[src/rtl/mcycle_pkg.sv]
// Shared encodings for the multi-cycle multiply/divide unit: op codes, FSM states,
// and the iteration-counter width helper.
package mcycle_pkg;

  typedef enum logic [1:0] {
    OP_MULU = 2'b00,
    OP_MULS = 2'b01,
    OP_DIVU = 2'b10,
    OP_DIVS = 2'b11
  } mcycle_op_e;

  typedef enum logic [1:0] {
    IDLE    = 2'b00,
    COMPUTE = 2'b01,
    FIXUP   = 2'b10
  } state_e;

  localparam int DEF_WIDTH = 32;

  // Counter must reach WIDTH-1; the extra bit keeps power-of-two widths safe.
  function automatic int cnt_width(input int w);
    return $clog2(w) + 1;
  endfunction

endpackage

[src/rtl/mcycle_unit_if.sv]
// Start/Busy/Done handshake plus operand/result bus between Execute stage and mcycle_unit.
interface mcycle_unit_if
  import mcycle_pkg::*;
#(
  parameter int WIDTH = DEF_WIDTH
);
  logic             Start;
  mcycle_op_e       MCycleOp;
  logic [WIDTH-1:0] Operand1;
  logic [WIDTH-1:0] Operand2;
  logic [WIDTH-1:0] Result1;
  logic [WIDTH-1:0] Result2;
  logic             Busy;
  logic             Done;
  logic             DivZero;

  modport master (
    output Start, MCycleOp, Operand1, Operand2,
    input  Result1, Result2, Busy, Done, DivZero
  );

  modport slave (
    input  Start, MCycleOp, Operand1, Operand2,
    output Result1, Result2, Busy, Done, DivZero
  );
endinterface

[src/rtl/mcycle_unit.sv]
// Multi-cycle MUL/DIV unit: shift-add multiply (LSB first) and restoring divide
// (MSB first) on operand magnitudes, with sign fix-up in a final cycle.
module mcycle_unit
  import mcycle_pkg::*;
#(
  parameter int WIDTH = DEF_WIDTH
) (
  input logic         CLK,
  input logic         Reset,
  mcycle_unit_if.slave bus
);
  localparam int CNT_W = cnt_width(WIDTH);

  state_e             r_state, w_next;
  mcycle_op_e         r_op;
  logic [WIDTH-1:0]   r_a, r_b, r_orig1, r_rem;
  logic [2*WIDTH-1:0] r_acc;
  logic [CNT_W-1:0]   r_cnt;
  logic               r_neg_lo, r_neg_hi;
  logic [WIDTH-1:0]   r_res1, r_res2;
  logic               r_done, r_divzero;

  logic               w_accept, w_last, w_busy;
  logic               w_in_div, w_in_signed, w_s1, w_s2, w_is_div;
  logic [WIDTH-1:0]   w_mag1, w_mag2, w_quo, w_rem;
  logic [WIDTH:0]     w_sum, w_shift, w_diff;
  logic [2*WIDTH-1:0] w_prod;

  always_ff @(posedge CLK) begin
    if (Reset) r_state <= IDLE;
    else       r_state <= w_next;
  end

  always_comb begin
    w_next   = r_state;
    w_accept = 1'b0;
    w_last   = (r_cnt == CNT_W'(WIDTH - 1));
    case (r_state)
      IDLE: begin
        if (bus.Start) begin
          w_accept = 1'b1;
          w_next   = COMPUTE;
        end
      end
      COMPUTE: if (w_last) w_next = FIXUP;
      FIXUP:   w_next = IDLE;
      default: w_next = IDLE;
    endcase
    w_busy = (r_state != IDLE) | (w_accept & ~Reset);
  end

  always_comb begin
    w_in_div    = (bus.MCycleOp == OP_DIVU) || (bus.MCycleOp == OP_DIVS);
    w_in_signed = (bus.MCycleOp == OP_MULS) || (bus.MCycleOp == OP_DIVS);
    w_s1        = w_in_signed & bus.Operand1[WIDTH-1];
    w_s2        = w_in_signed & bus.Operand2[WIDTH-1];
    // MIN keeps its bit pattern here, read back as unsigned 2^(WIDTH-1).
    w_mag1      = w_s1 ? (~bus.Operand1 + WIDTH'(1)) : bus.Operand1;
    w_mag2      = w_s2 ? (~bus.Operand2 + WIDTH'(1)) : bus.Operand2;
    w_is_div    = (r_op == OP_DIVU) || (r_op == OP_DIVS);

    w_sum   = {1'b0, r_acc[2*WIDTH-1:WIDTH]} + (r_acc[0] ? {1'b0, r_a} : '0);
    w_shift = {r_rem, r_acc[WIDTH-1]};
    w_diff  = w_shift - {1'b0, r_b};

    w_prod = r_neg_lo ? (~r_acc + (2*WIDTH)'(1)) : r_acc;
    w_quo  = r_neg_lo ? (~r_acc[WIDTH-1:0] + WIDTH'(1)) : r_acc[WIDTH-1:0];
    w_rem  = r_neg_hi ? (~r_rem + WIDTH'(1)) : r_rem;
  end

  // The low half of r_acc holds the multiplier (MUL) or the dividend that is
  // shifted out while quotient bits shift in (DIV).
  always_ff @(posedge CLK) begin
    if (Reset) begin
      r_op      <= OP_MULU;
      r_a       <= '0;
      r_b       <= '0;
      r_orig1   <= '0;
      r_rem     <= '0;
      r_acc     <= '0;
      r_cnt     <= '0;
      r_neg_lo  <= 1'b0;
      r_neg_hi  <= 1'b0;
      r_res1    <= '0;
      r_res2    <= '0;
      r_done    <= 1'b0;
      r_divzero <= 1'b0;
    end else begin
      r_done <= 1'b0;
      case (r_state)
        IDLE: begin
          if (w_accept) begin
            r_op      <= bus.MCycleOp;
            r_a       <= w_mag1;
            r_b       <= w_mag2;
            r_orig1   <= bus.Operand1;
            r_rem     <= '0;
            r_acc     <= w_in_div ? {{WIDTH{1'b0}}, w_mag1} : {{WIDTH{1'b0}}, w_mag2};
            r_cnt     <= '0;
            r_neg_lo  <= w_s1 ^ w_s2;
            r_neg_hi  <= w_s1;
            r_divzero <= 1'b0;
          end
        end
        COMPUTE: begin
          r_cnt <= r_cnt + CNT_W'(1);
          if (w_is_div) begin
            r_rem              <= w_diff[WIDTH] ? w_shift[WIDTH-1:0] : w_diff[WIDTH-1:0];
            r_acc[WIDTH-1:0]   <= {r_acc[WIDTH-2:0], ~w_diff[WIDTH]};
          end else begin
            r_acc <= {w_sum, r_acc[WIDTH-1:1]};
          end
        end
        FIXUP: begin
          r_done <= 1'b1;
          if (w_is_div) begin
            if (r_b == '0) begin
              r_res1    <= '1;
              r_res2    <= r_orig1;
              r_divzero <= 1'b1;
            end else begin
              r_res1 <= w_quo;
              r_res2 <= w_rem;
            end
          end else begin
            r_res1 <= w_prod[WIDTH-1:0];
            r_res2 <= w_prod[2*WIDTH-1:WIDTH];
          end
        end
        default: ;
      endcase
    end
  end

  assign bus.Busy    = w_busy;
  assign bus.Done    = r_done;
  assign bus.DivZero = r_divzero;
  assign bus.Result1 = r_res1;
  assign bus.Result2 = r_res2;

endmodule
[src/flat_wrapper.sv]
// flat-port wrapper written by rule: the top's interface ports become plain ports
module mcycle_unit_flat import mcycle_pkg::*;
#(
  parameter int WIDTH = DEF_WIDTH
)
  (CLK, Reset, bus_Start, bus_MCycleOp, bus_Operand1, bus_Operand2, bus_Result1, bus_Result2, bus_Busy, bus_Done, bus_DivZero);
  mcycle_unit_if #(.WIDTH(WIDTH)) bus_i ();
  input logic CLK;
  input logic Reset;
  input wire logic [$bits(bus_i.Start)-1:0] bus_Start;
  input wire logic [$bits(bus_i.MCycleOp)-1:0] bus_MCycleOp;
  input wire logic [$bits(bus_i.Operand1)-1:0] bus_Operand1;
  input wire logic [$bits(bus_i.Operand2)-1:0] bus_Operand2;
  output wire logic [$bits(bus_i.Result1)-1:0] bus_Result1;
  output wire logic [$bits(bus_i.Result2)-1:0] bus_Result2;
  output wire logic [$bits(bus_i.Busy)-1:0] bus_Busy;
  output wire logic [$bits(bus_i.Done)-1:0] bus_Done;
  output wire logic [$bits(bus_i.DivZero)-1:0] bus_DivZero;
  assign bus_i.Start = bus_Start;
  assign bus_i.MCycleOp = bus_MCycleOp;
  assign bus_i.Operand1 = bus_Operand1;
  assign bus_i.Operand2 = bus_Operand2;
  assign bus_Result1 = bus_i.Result1;
  assign bus_Result2 = bus_i.Result2;
  assign bus_Busy = bus_i.Busy;
  assign bus_Done = bus_i.Done;
  assign bus_DivZero = bus_i.DivZero;
  mcycle_unit #(.WIDTH(WIDTH)) u_core (.CLK(CLK), .Reset(Reset), .bus(bus_i));
endmodule
[config.mk]
export PLATFORM = sky130hd
export DESIGN_NAME = mcycle_unit_flat
export DESIGN_NICKNAME = d
export VERILOG_FILES = /design/src/rtl/mcycle_pkg.sv /design/src/rtl/mcycle_unit_if.sv /design/src/rtl/mcycle_unit.sv /design/src/flat_wrapper.sv
export SDC_FILE = /design/constraint.sdc
export NUM_CORES = 1
export LEC_CHECK = 0
export CAP_MARGIN = 30
export CORE_ASPECT_RATIO = 0.9
export CORE_MARGIN = 2
export CORE_UTILIZATION = 30
export DETAILED_ROUTE_END_ITERATION = 10
export SETUP_SLACK_MARGIN = 0.1
export SKIP_CTS_REPAIR_TIMING = 1
export SYNTH_ARGS = -nofsm -noshare
export SYNTH_HDL_FRONTEND = slang
export SYNTH_SLANG_ARGS = --single-unit
[constraint.sdc]
create_clock -name CLK -period 4.3 [get_ports CLK]
set_clock_uncertainty 0.2 [all_clocks]
set_input_delay 0.645 -clock CLK [delete_from_list [all_inputs] [get_ports CLK]]
set_output_delay 0.645 -clock CLK [all_outputs]
set_load 0.01 [all_outputs]
==> run_1/final_clocks.png <==
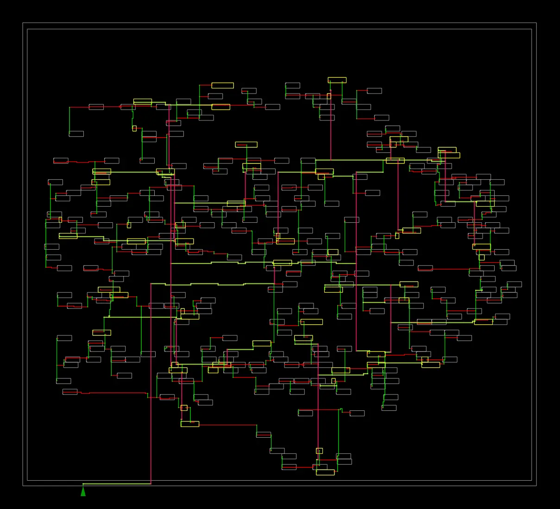
P_clk: 3.13 mW
clock buf count: 41
CTS Buf Count: 34

==> run_1/registers.png <==
Drawn at 1 px/um. Other sequential cells in the stronger grey, the rest of the logic in the fainter grey.
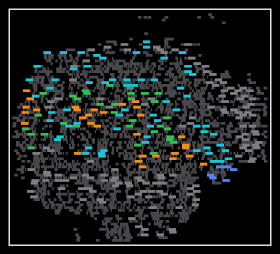
`u_core.r_orig1`: shown in orange, sequential cells 31, where a horizontal strip, middle. `u_core.r_a`: shown in green, sequential cells 32. `u_core.r_cnt`: shown in blue, sequential cells 6. `u_core.r_acc`: shown in cyan, sequential cells 64.
sequential power: 2.71 mW
register area: 5370 um^2

==> run_1/metal_stack.png <==
Drawn at 1.5 px/um.
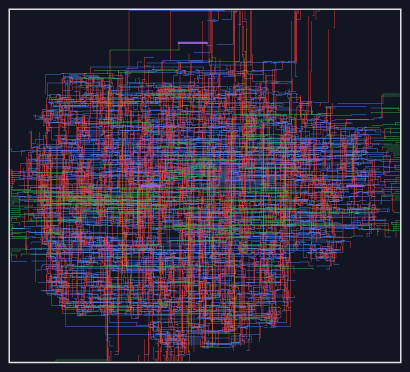
met2: shown in red, wire length 28.8 mm. met5: shown in purple, wire length 40.5 um. met1: shown in blue, wire length 32.0 mm. met4: shown in orange, wire length 2030 um. met3: shown in green, wire length 5850 um.
via count: 18.0k
wire length per cell: 21.5 um

==> run_1/port_nets.png <==
Drawn at 2 px/um.
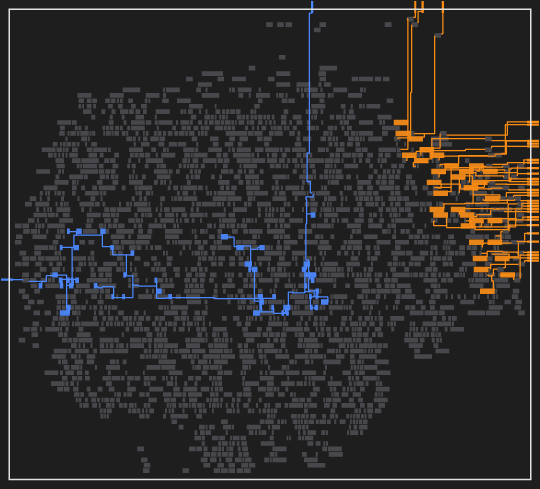
`bus_MCycleOp`: shown in blue, direction input, edge 1 left, 1 top, end cells 54, buffers 3, wire 590 um. `bus_Result1`: shown in orange, direction output, edge 29 right, 3 top, end cells 32, buffers 32, wire 1360 um.
Ports: 136
IO Port Bufs: 135

==> notes.md, run 1 <==
flow finished, numbers: initial drt markers=1771, clock tree sinks=268, Max Cap Viol=0, PD cells=335 nW/um^2, Crit. Startpoint=u_core.r_b[7], Least-Margin Pin Slew=980 ps, Seq area share=0.253, crit path to=u_core.r_rem[30], CP Class=register to register, Non-clk invs=just under 70, status=finished, final reports clean, Top cells excl fill/tap=266 x dfxtp_1, 255 x nand2_1, 239 x nor2_1, FP Core Util=0.303, combinational share of cell area=0.542, Worst path max stage delay=840 ps, Setup violations, final=0, Remaining Overflow, GRT=0, fin cells=3200, crit-path leading delay family=AND-OR/OR-AND gates, proportion of layout cells with a drive suffix above 1=0.0722, worst path cell trace=inv_1 -> ha_1 -> or4_1 -> o211ai_1 -> a21oi_1 -> o41ai_1 -> o31ai_1 -> a31oi_1 -> mux2_2 -> nand2_1, Seq cells=about 270, hold-critical path depth=2, R2R Setup Slk=around 540 ps, max layer used=met5, critical path depth=10, Seq share, synth=0.303, busiest grt layer=met2, comb pwr=1.28 mW, Worst R2R Path Depth=10, Crit Path Max Fanout=4, Hold Slack=253 ps, Syn Area/Cell=7.65 um^2, fa+ha+maj area frac=0.0510, initial antenna violation count=5, Area after DPL=20100 um^2, Crit path buffers/inverters=1, unrepaired setup endpoints after global routing=false, synthesized flop and latch total=268, Dominant flop cell=dfxtp_1, clk buf depth=3, Clock power frac=0.440, antenna-violating nets left=0, fin. max-slew vios=0, GR Util met1=0.320, die area=between 60000 and 70000 um^2, GPL Wtd Cong=0.972, Synthesis Warnings=0, row cnt=84, WHS Endpoint=u_core.r_orig1[3], first-pass GRT wire length=approximately 100 mm, yosys aoi share=0.257, most common cell in the netlist=dfxtp_1, required time of the critical path=~4600 ps, MI comb cells=1816, Die Width=260 um, TritonCTS clock tree=built, cells in synth_stat.txt=2314, Largest Register=u_core.r_acc, Cell Area, Synth=17700 um^2, peak supply drop=around 0.2 mV, Worst Setup Slack post-DPL=321 ps, Basic Gates by Area=0.209, placed cells=3138, number of enable flip-flop cells=0, part of the power in combinational logic=0.180, largest cell class by area=combinational gates, Int Pwr=4.95 mW, clock root cell=clkbuf_16, Tapcells=~770, Sw Share=0.304, fmax=266 MHz
==> run 2, diff against run 1 <==
GPL_TIMING_DRIVEN = 1   (was not set)
==> run_2/port_nets.png <==
Drawn at 2 px/um.
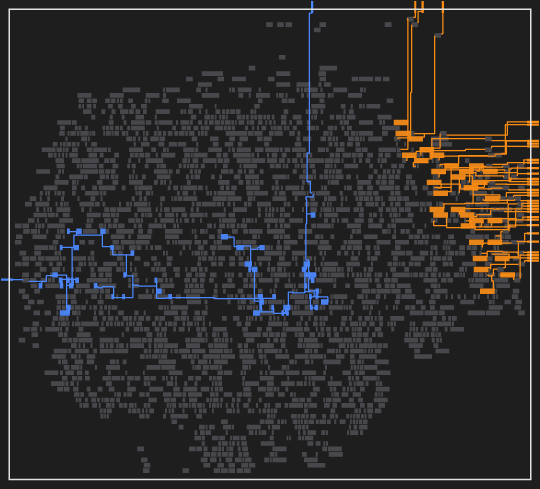
`bus_Result1`: shown in orange, direction output, edge 29 right, 3 top, end cells 32, buffers 32, wire 1360 um. `bus_MCycleOp`: shown in blue, direction input, edge 1 left, 1 top, end cells 54, buffers 3, wire 590 um.

==> run_2/gate_families.png <==
Drawn at 1.5 px/um.
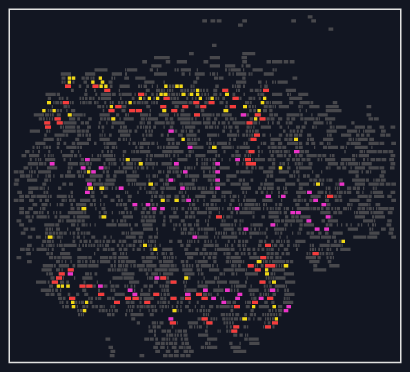
AND-OR and OR-AND gates: shown in yellow, cells 74. multiplexers: shown in magenta, cells 59. adder and majority cells: shown in red, cells 71.

==> run 2 against run 1 <==
Register-to-register slack is essentially flat; global-route usage is the same; power is the same; final area is the same; non-clock buffer count is the same; first-iteration DRC count is the same; fmax is the same; final cell count is the same.
==> notes.md, run 2 <==
flow finished, numbers: status=finished, final reports clean (unchanged), PD cells=335 nW/um^2 (unchanged), clock buf count=41 (unchanged), first-pass GRT wire length=103 mm (unchanged), P_clk=3.13 mW (about the same), critical path depth=10 (unchanged), R2R Setup Slk=540 ps (about the same), die area=61000 um^2 (unchanged), Max Cap Viol=0 (unchanged), busiest grt layer=met2 (unchanged), hpwl dp=53.4 mm (unchanged), Syn Area/Cell=7.65 um^2 (unchanged), Clock power frac=0.440 (about the same), crit-path leading delay family=AND-OR/OR-AND gates (unchanged), Top cells excl fill/tap=266 x dfxtp_1, 255 x nand2_1, 239 x nor2_1 (unchanged), initial drt markers=1771 (unchanged), Hold Slack=253 ps (unchanged), Dominant flop cell=dfxtp_1 (unchanged), Tapcells=774 (unchanged), part of the power in combinational logic=0.180 (about the same), fin cells=3200 (unchanged), cells in synth_stat.txt=2314 (unchanged), fmax=266 MHz (unchanged), clock tree sinks=268 (unchanged), Die Width=260 um (unchanged), largest cell class by area=combinational gates (unchanged), Seq area share=0.253 (unchanged), wire length per cell=21.5 um (unchanged), CTS Buf Count=34 (unchanged), max layer used=met5 (unchanged), crit path to=u_core.r_rem[30] (unchanged), placed cells=3138 (unchanged), MI comb cells=1816 (unchanged), sequential power=2.71 mW (about the same), clock root cell=clkbuf_16 (unchanged), Crit. Startpoint=u_core.r_b[7] (unchanged), Setup violations, final=0 (unchanged), Crit Path Max Fanout=4 (unchanged), hold-critical path depth=2 (unchanged), Basic Gates by Area=0.209 (unchanged), Cell Area, Synth=17700 um^2 (unchanged), Sw Share=0.304 (unchanged), Least-Margin Pin Slew=980 ps (unchanged), FP Core Util=0.303 (unchanged), Worst Setup Slack post-DPL=321 ps (unchanged), register area=5370 um^2 (unchanged), Ports=136 (unchanged), GPL Wtd Cong=0.972 (unchanged), TritonCTS clock tree=built (unchanged), most common cell in the netlist=dfxtp_1 (unchanged), fa+ha+maj area frac=0.0510 (unchanged), comb pwr=1.28 mW (about the same), GR Util met1=0.320 (unchanged), mux share=0.0339 (unchanged), Seq share, synth=0.303 (unchanged), Non-clk invs=69 (unchanged), fin. max-slew vios=0 (unchanged), via count=18.0k (unchanged), antenna-violating nets left=0 (unchanged), Area after DPL=20100 um^2 (unchanged), Final Cell Area=21300 um^2 (unchanged), Largest Register=u_core.r_acc (unchanged), row cnt=84 (unchanged), proportion of layout cells with a drive suffix above 1=0.0722 (unchanged), WHS Endpoint=u_core.r_orig1[3] (unchanged), synthesized flop and latch total=268 (unchanged), yosys aoi share=0.257 (unchanged), initial antenna violation count=5 (unchanged), combinational share of cell area=0.542 (unchanged), IO Port Bufs=135 (unchanged), Crit path buffers/inverters=1 (unchanged), Int Pwr=4.95 mW (unchanged), CP Class=register to register (unchanged), Synthesis Warnings=0 (unchanged), Worst path max stage delay=840 ps (about the same)
==> run_2/metal_stack.png <==
Drawn at 1.5 px/um.
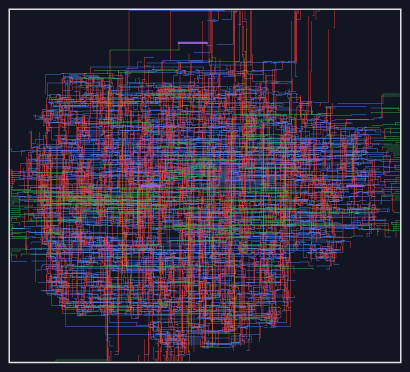
Global Route Usage Sum: 0.221
WL final: 68.7 mm

No activity file was given, so power comes from the tool's default toggle rates.
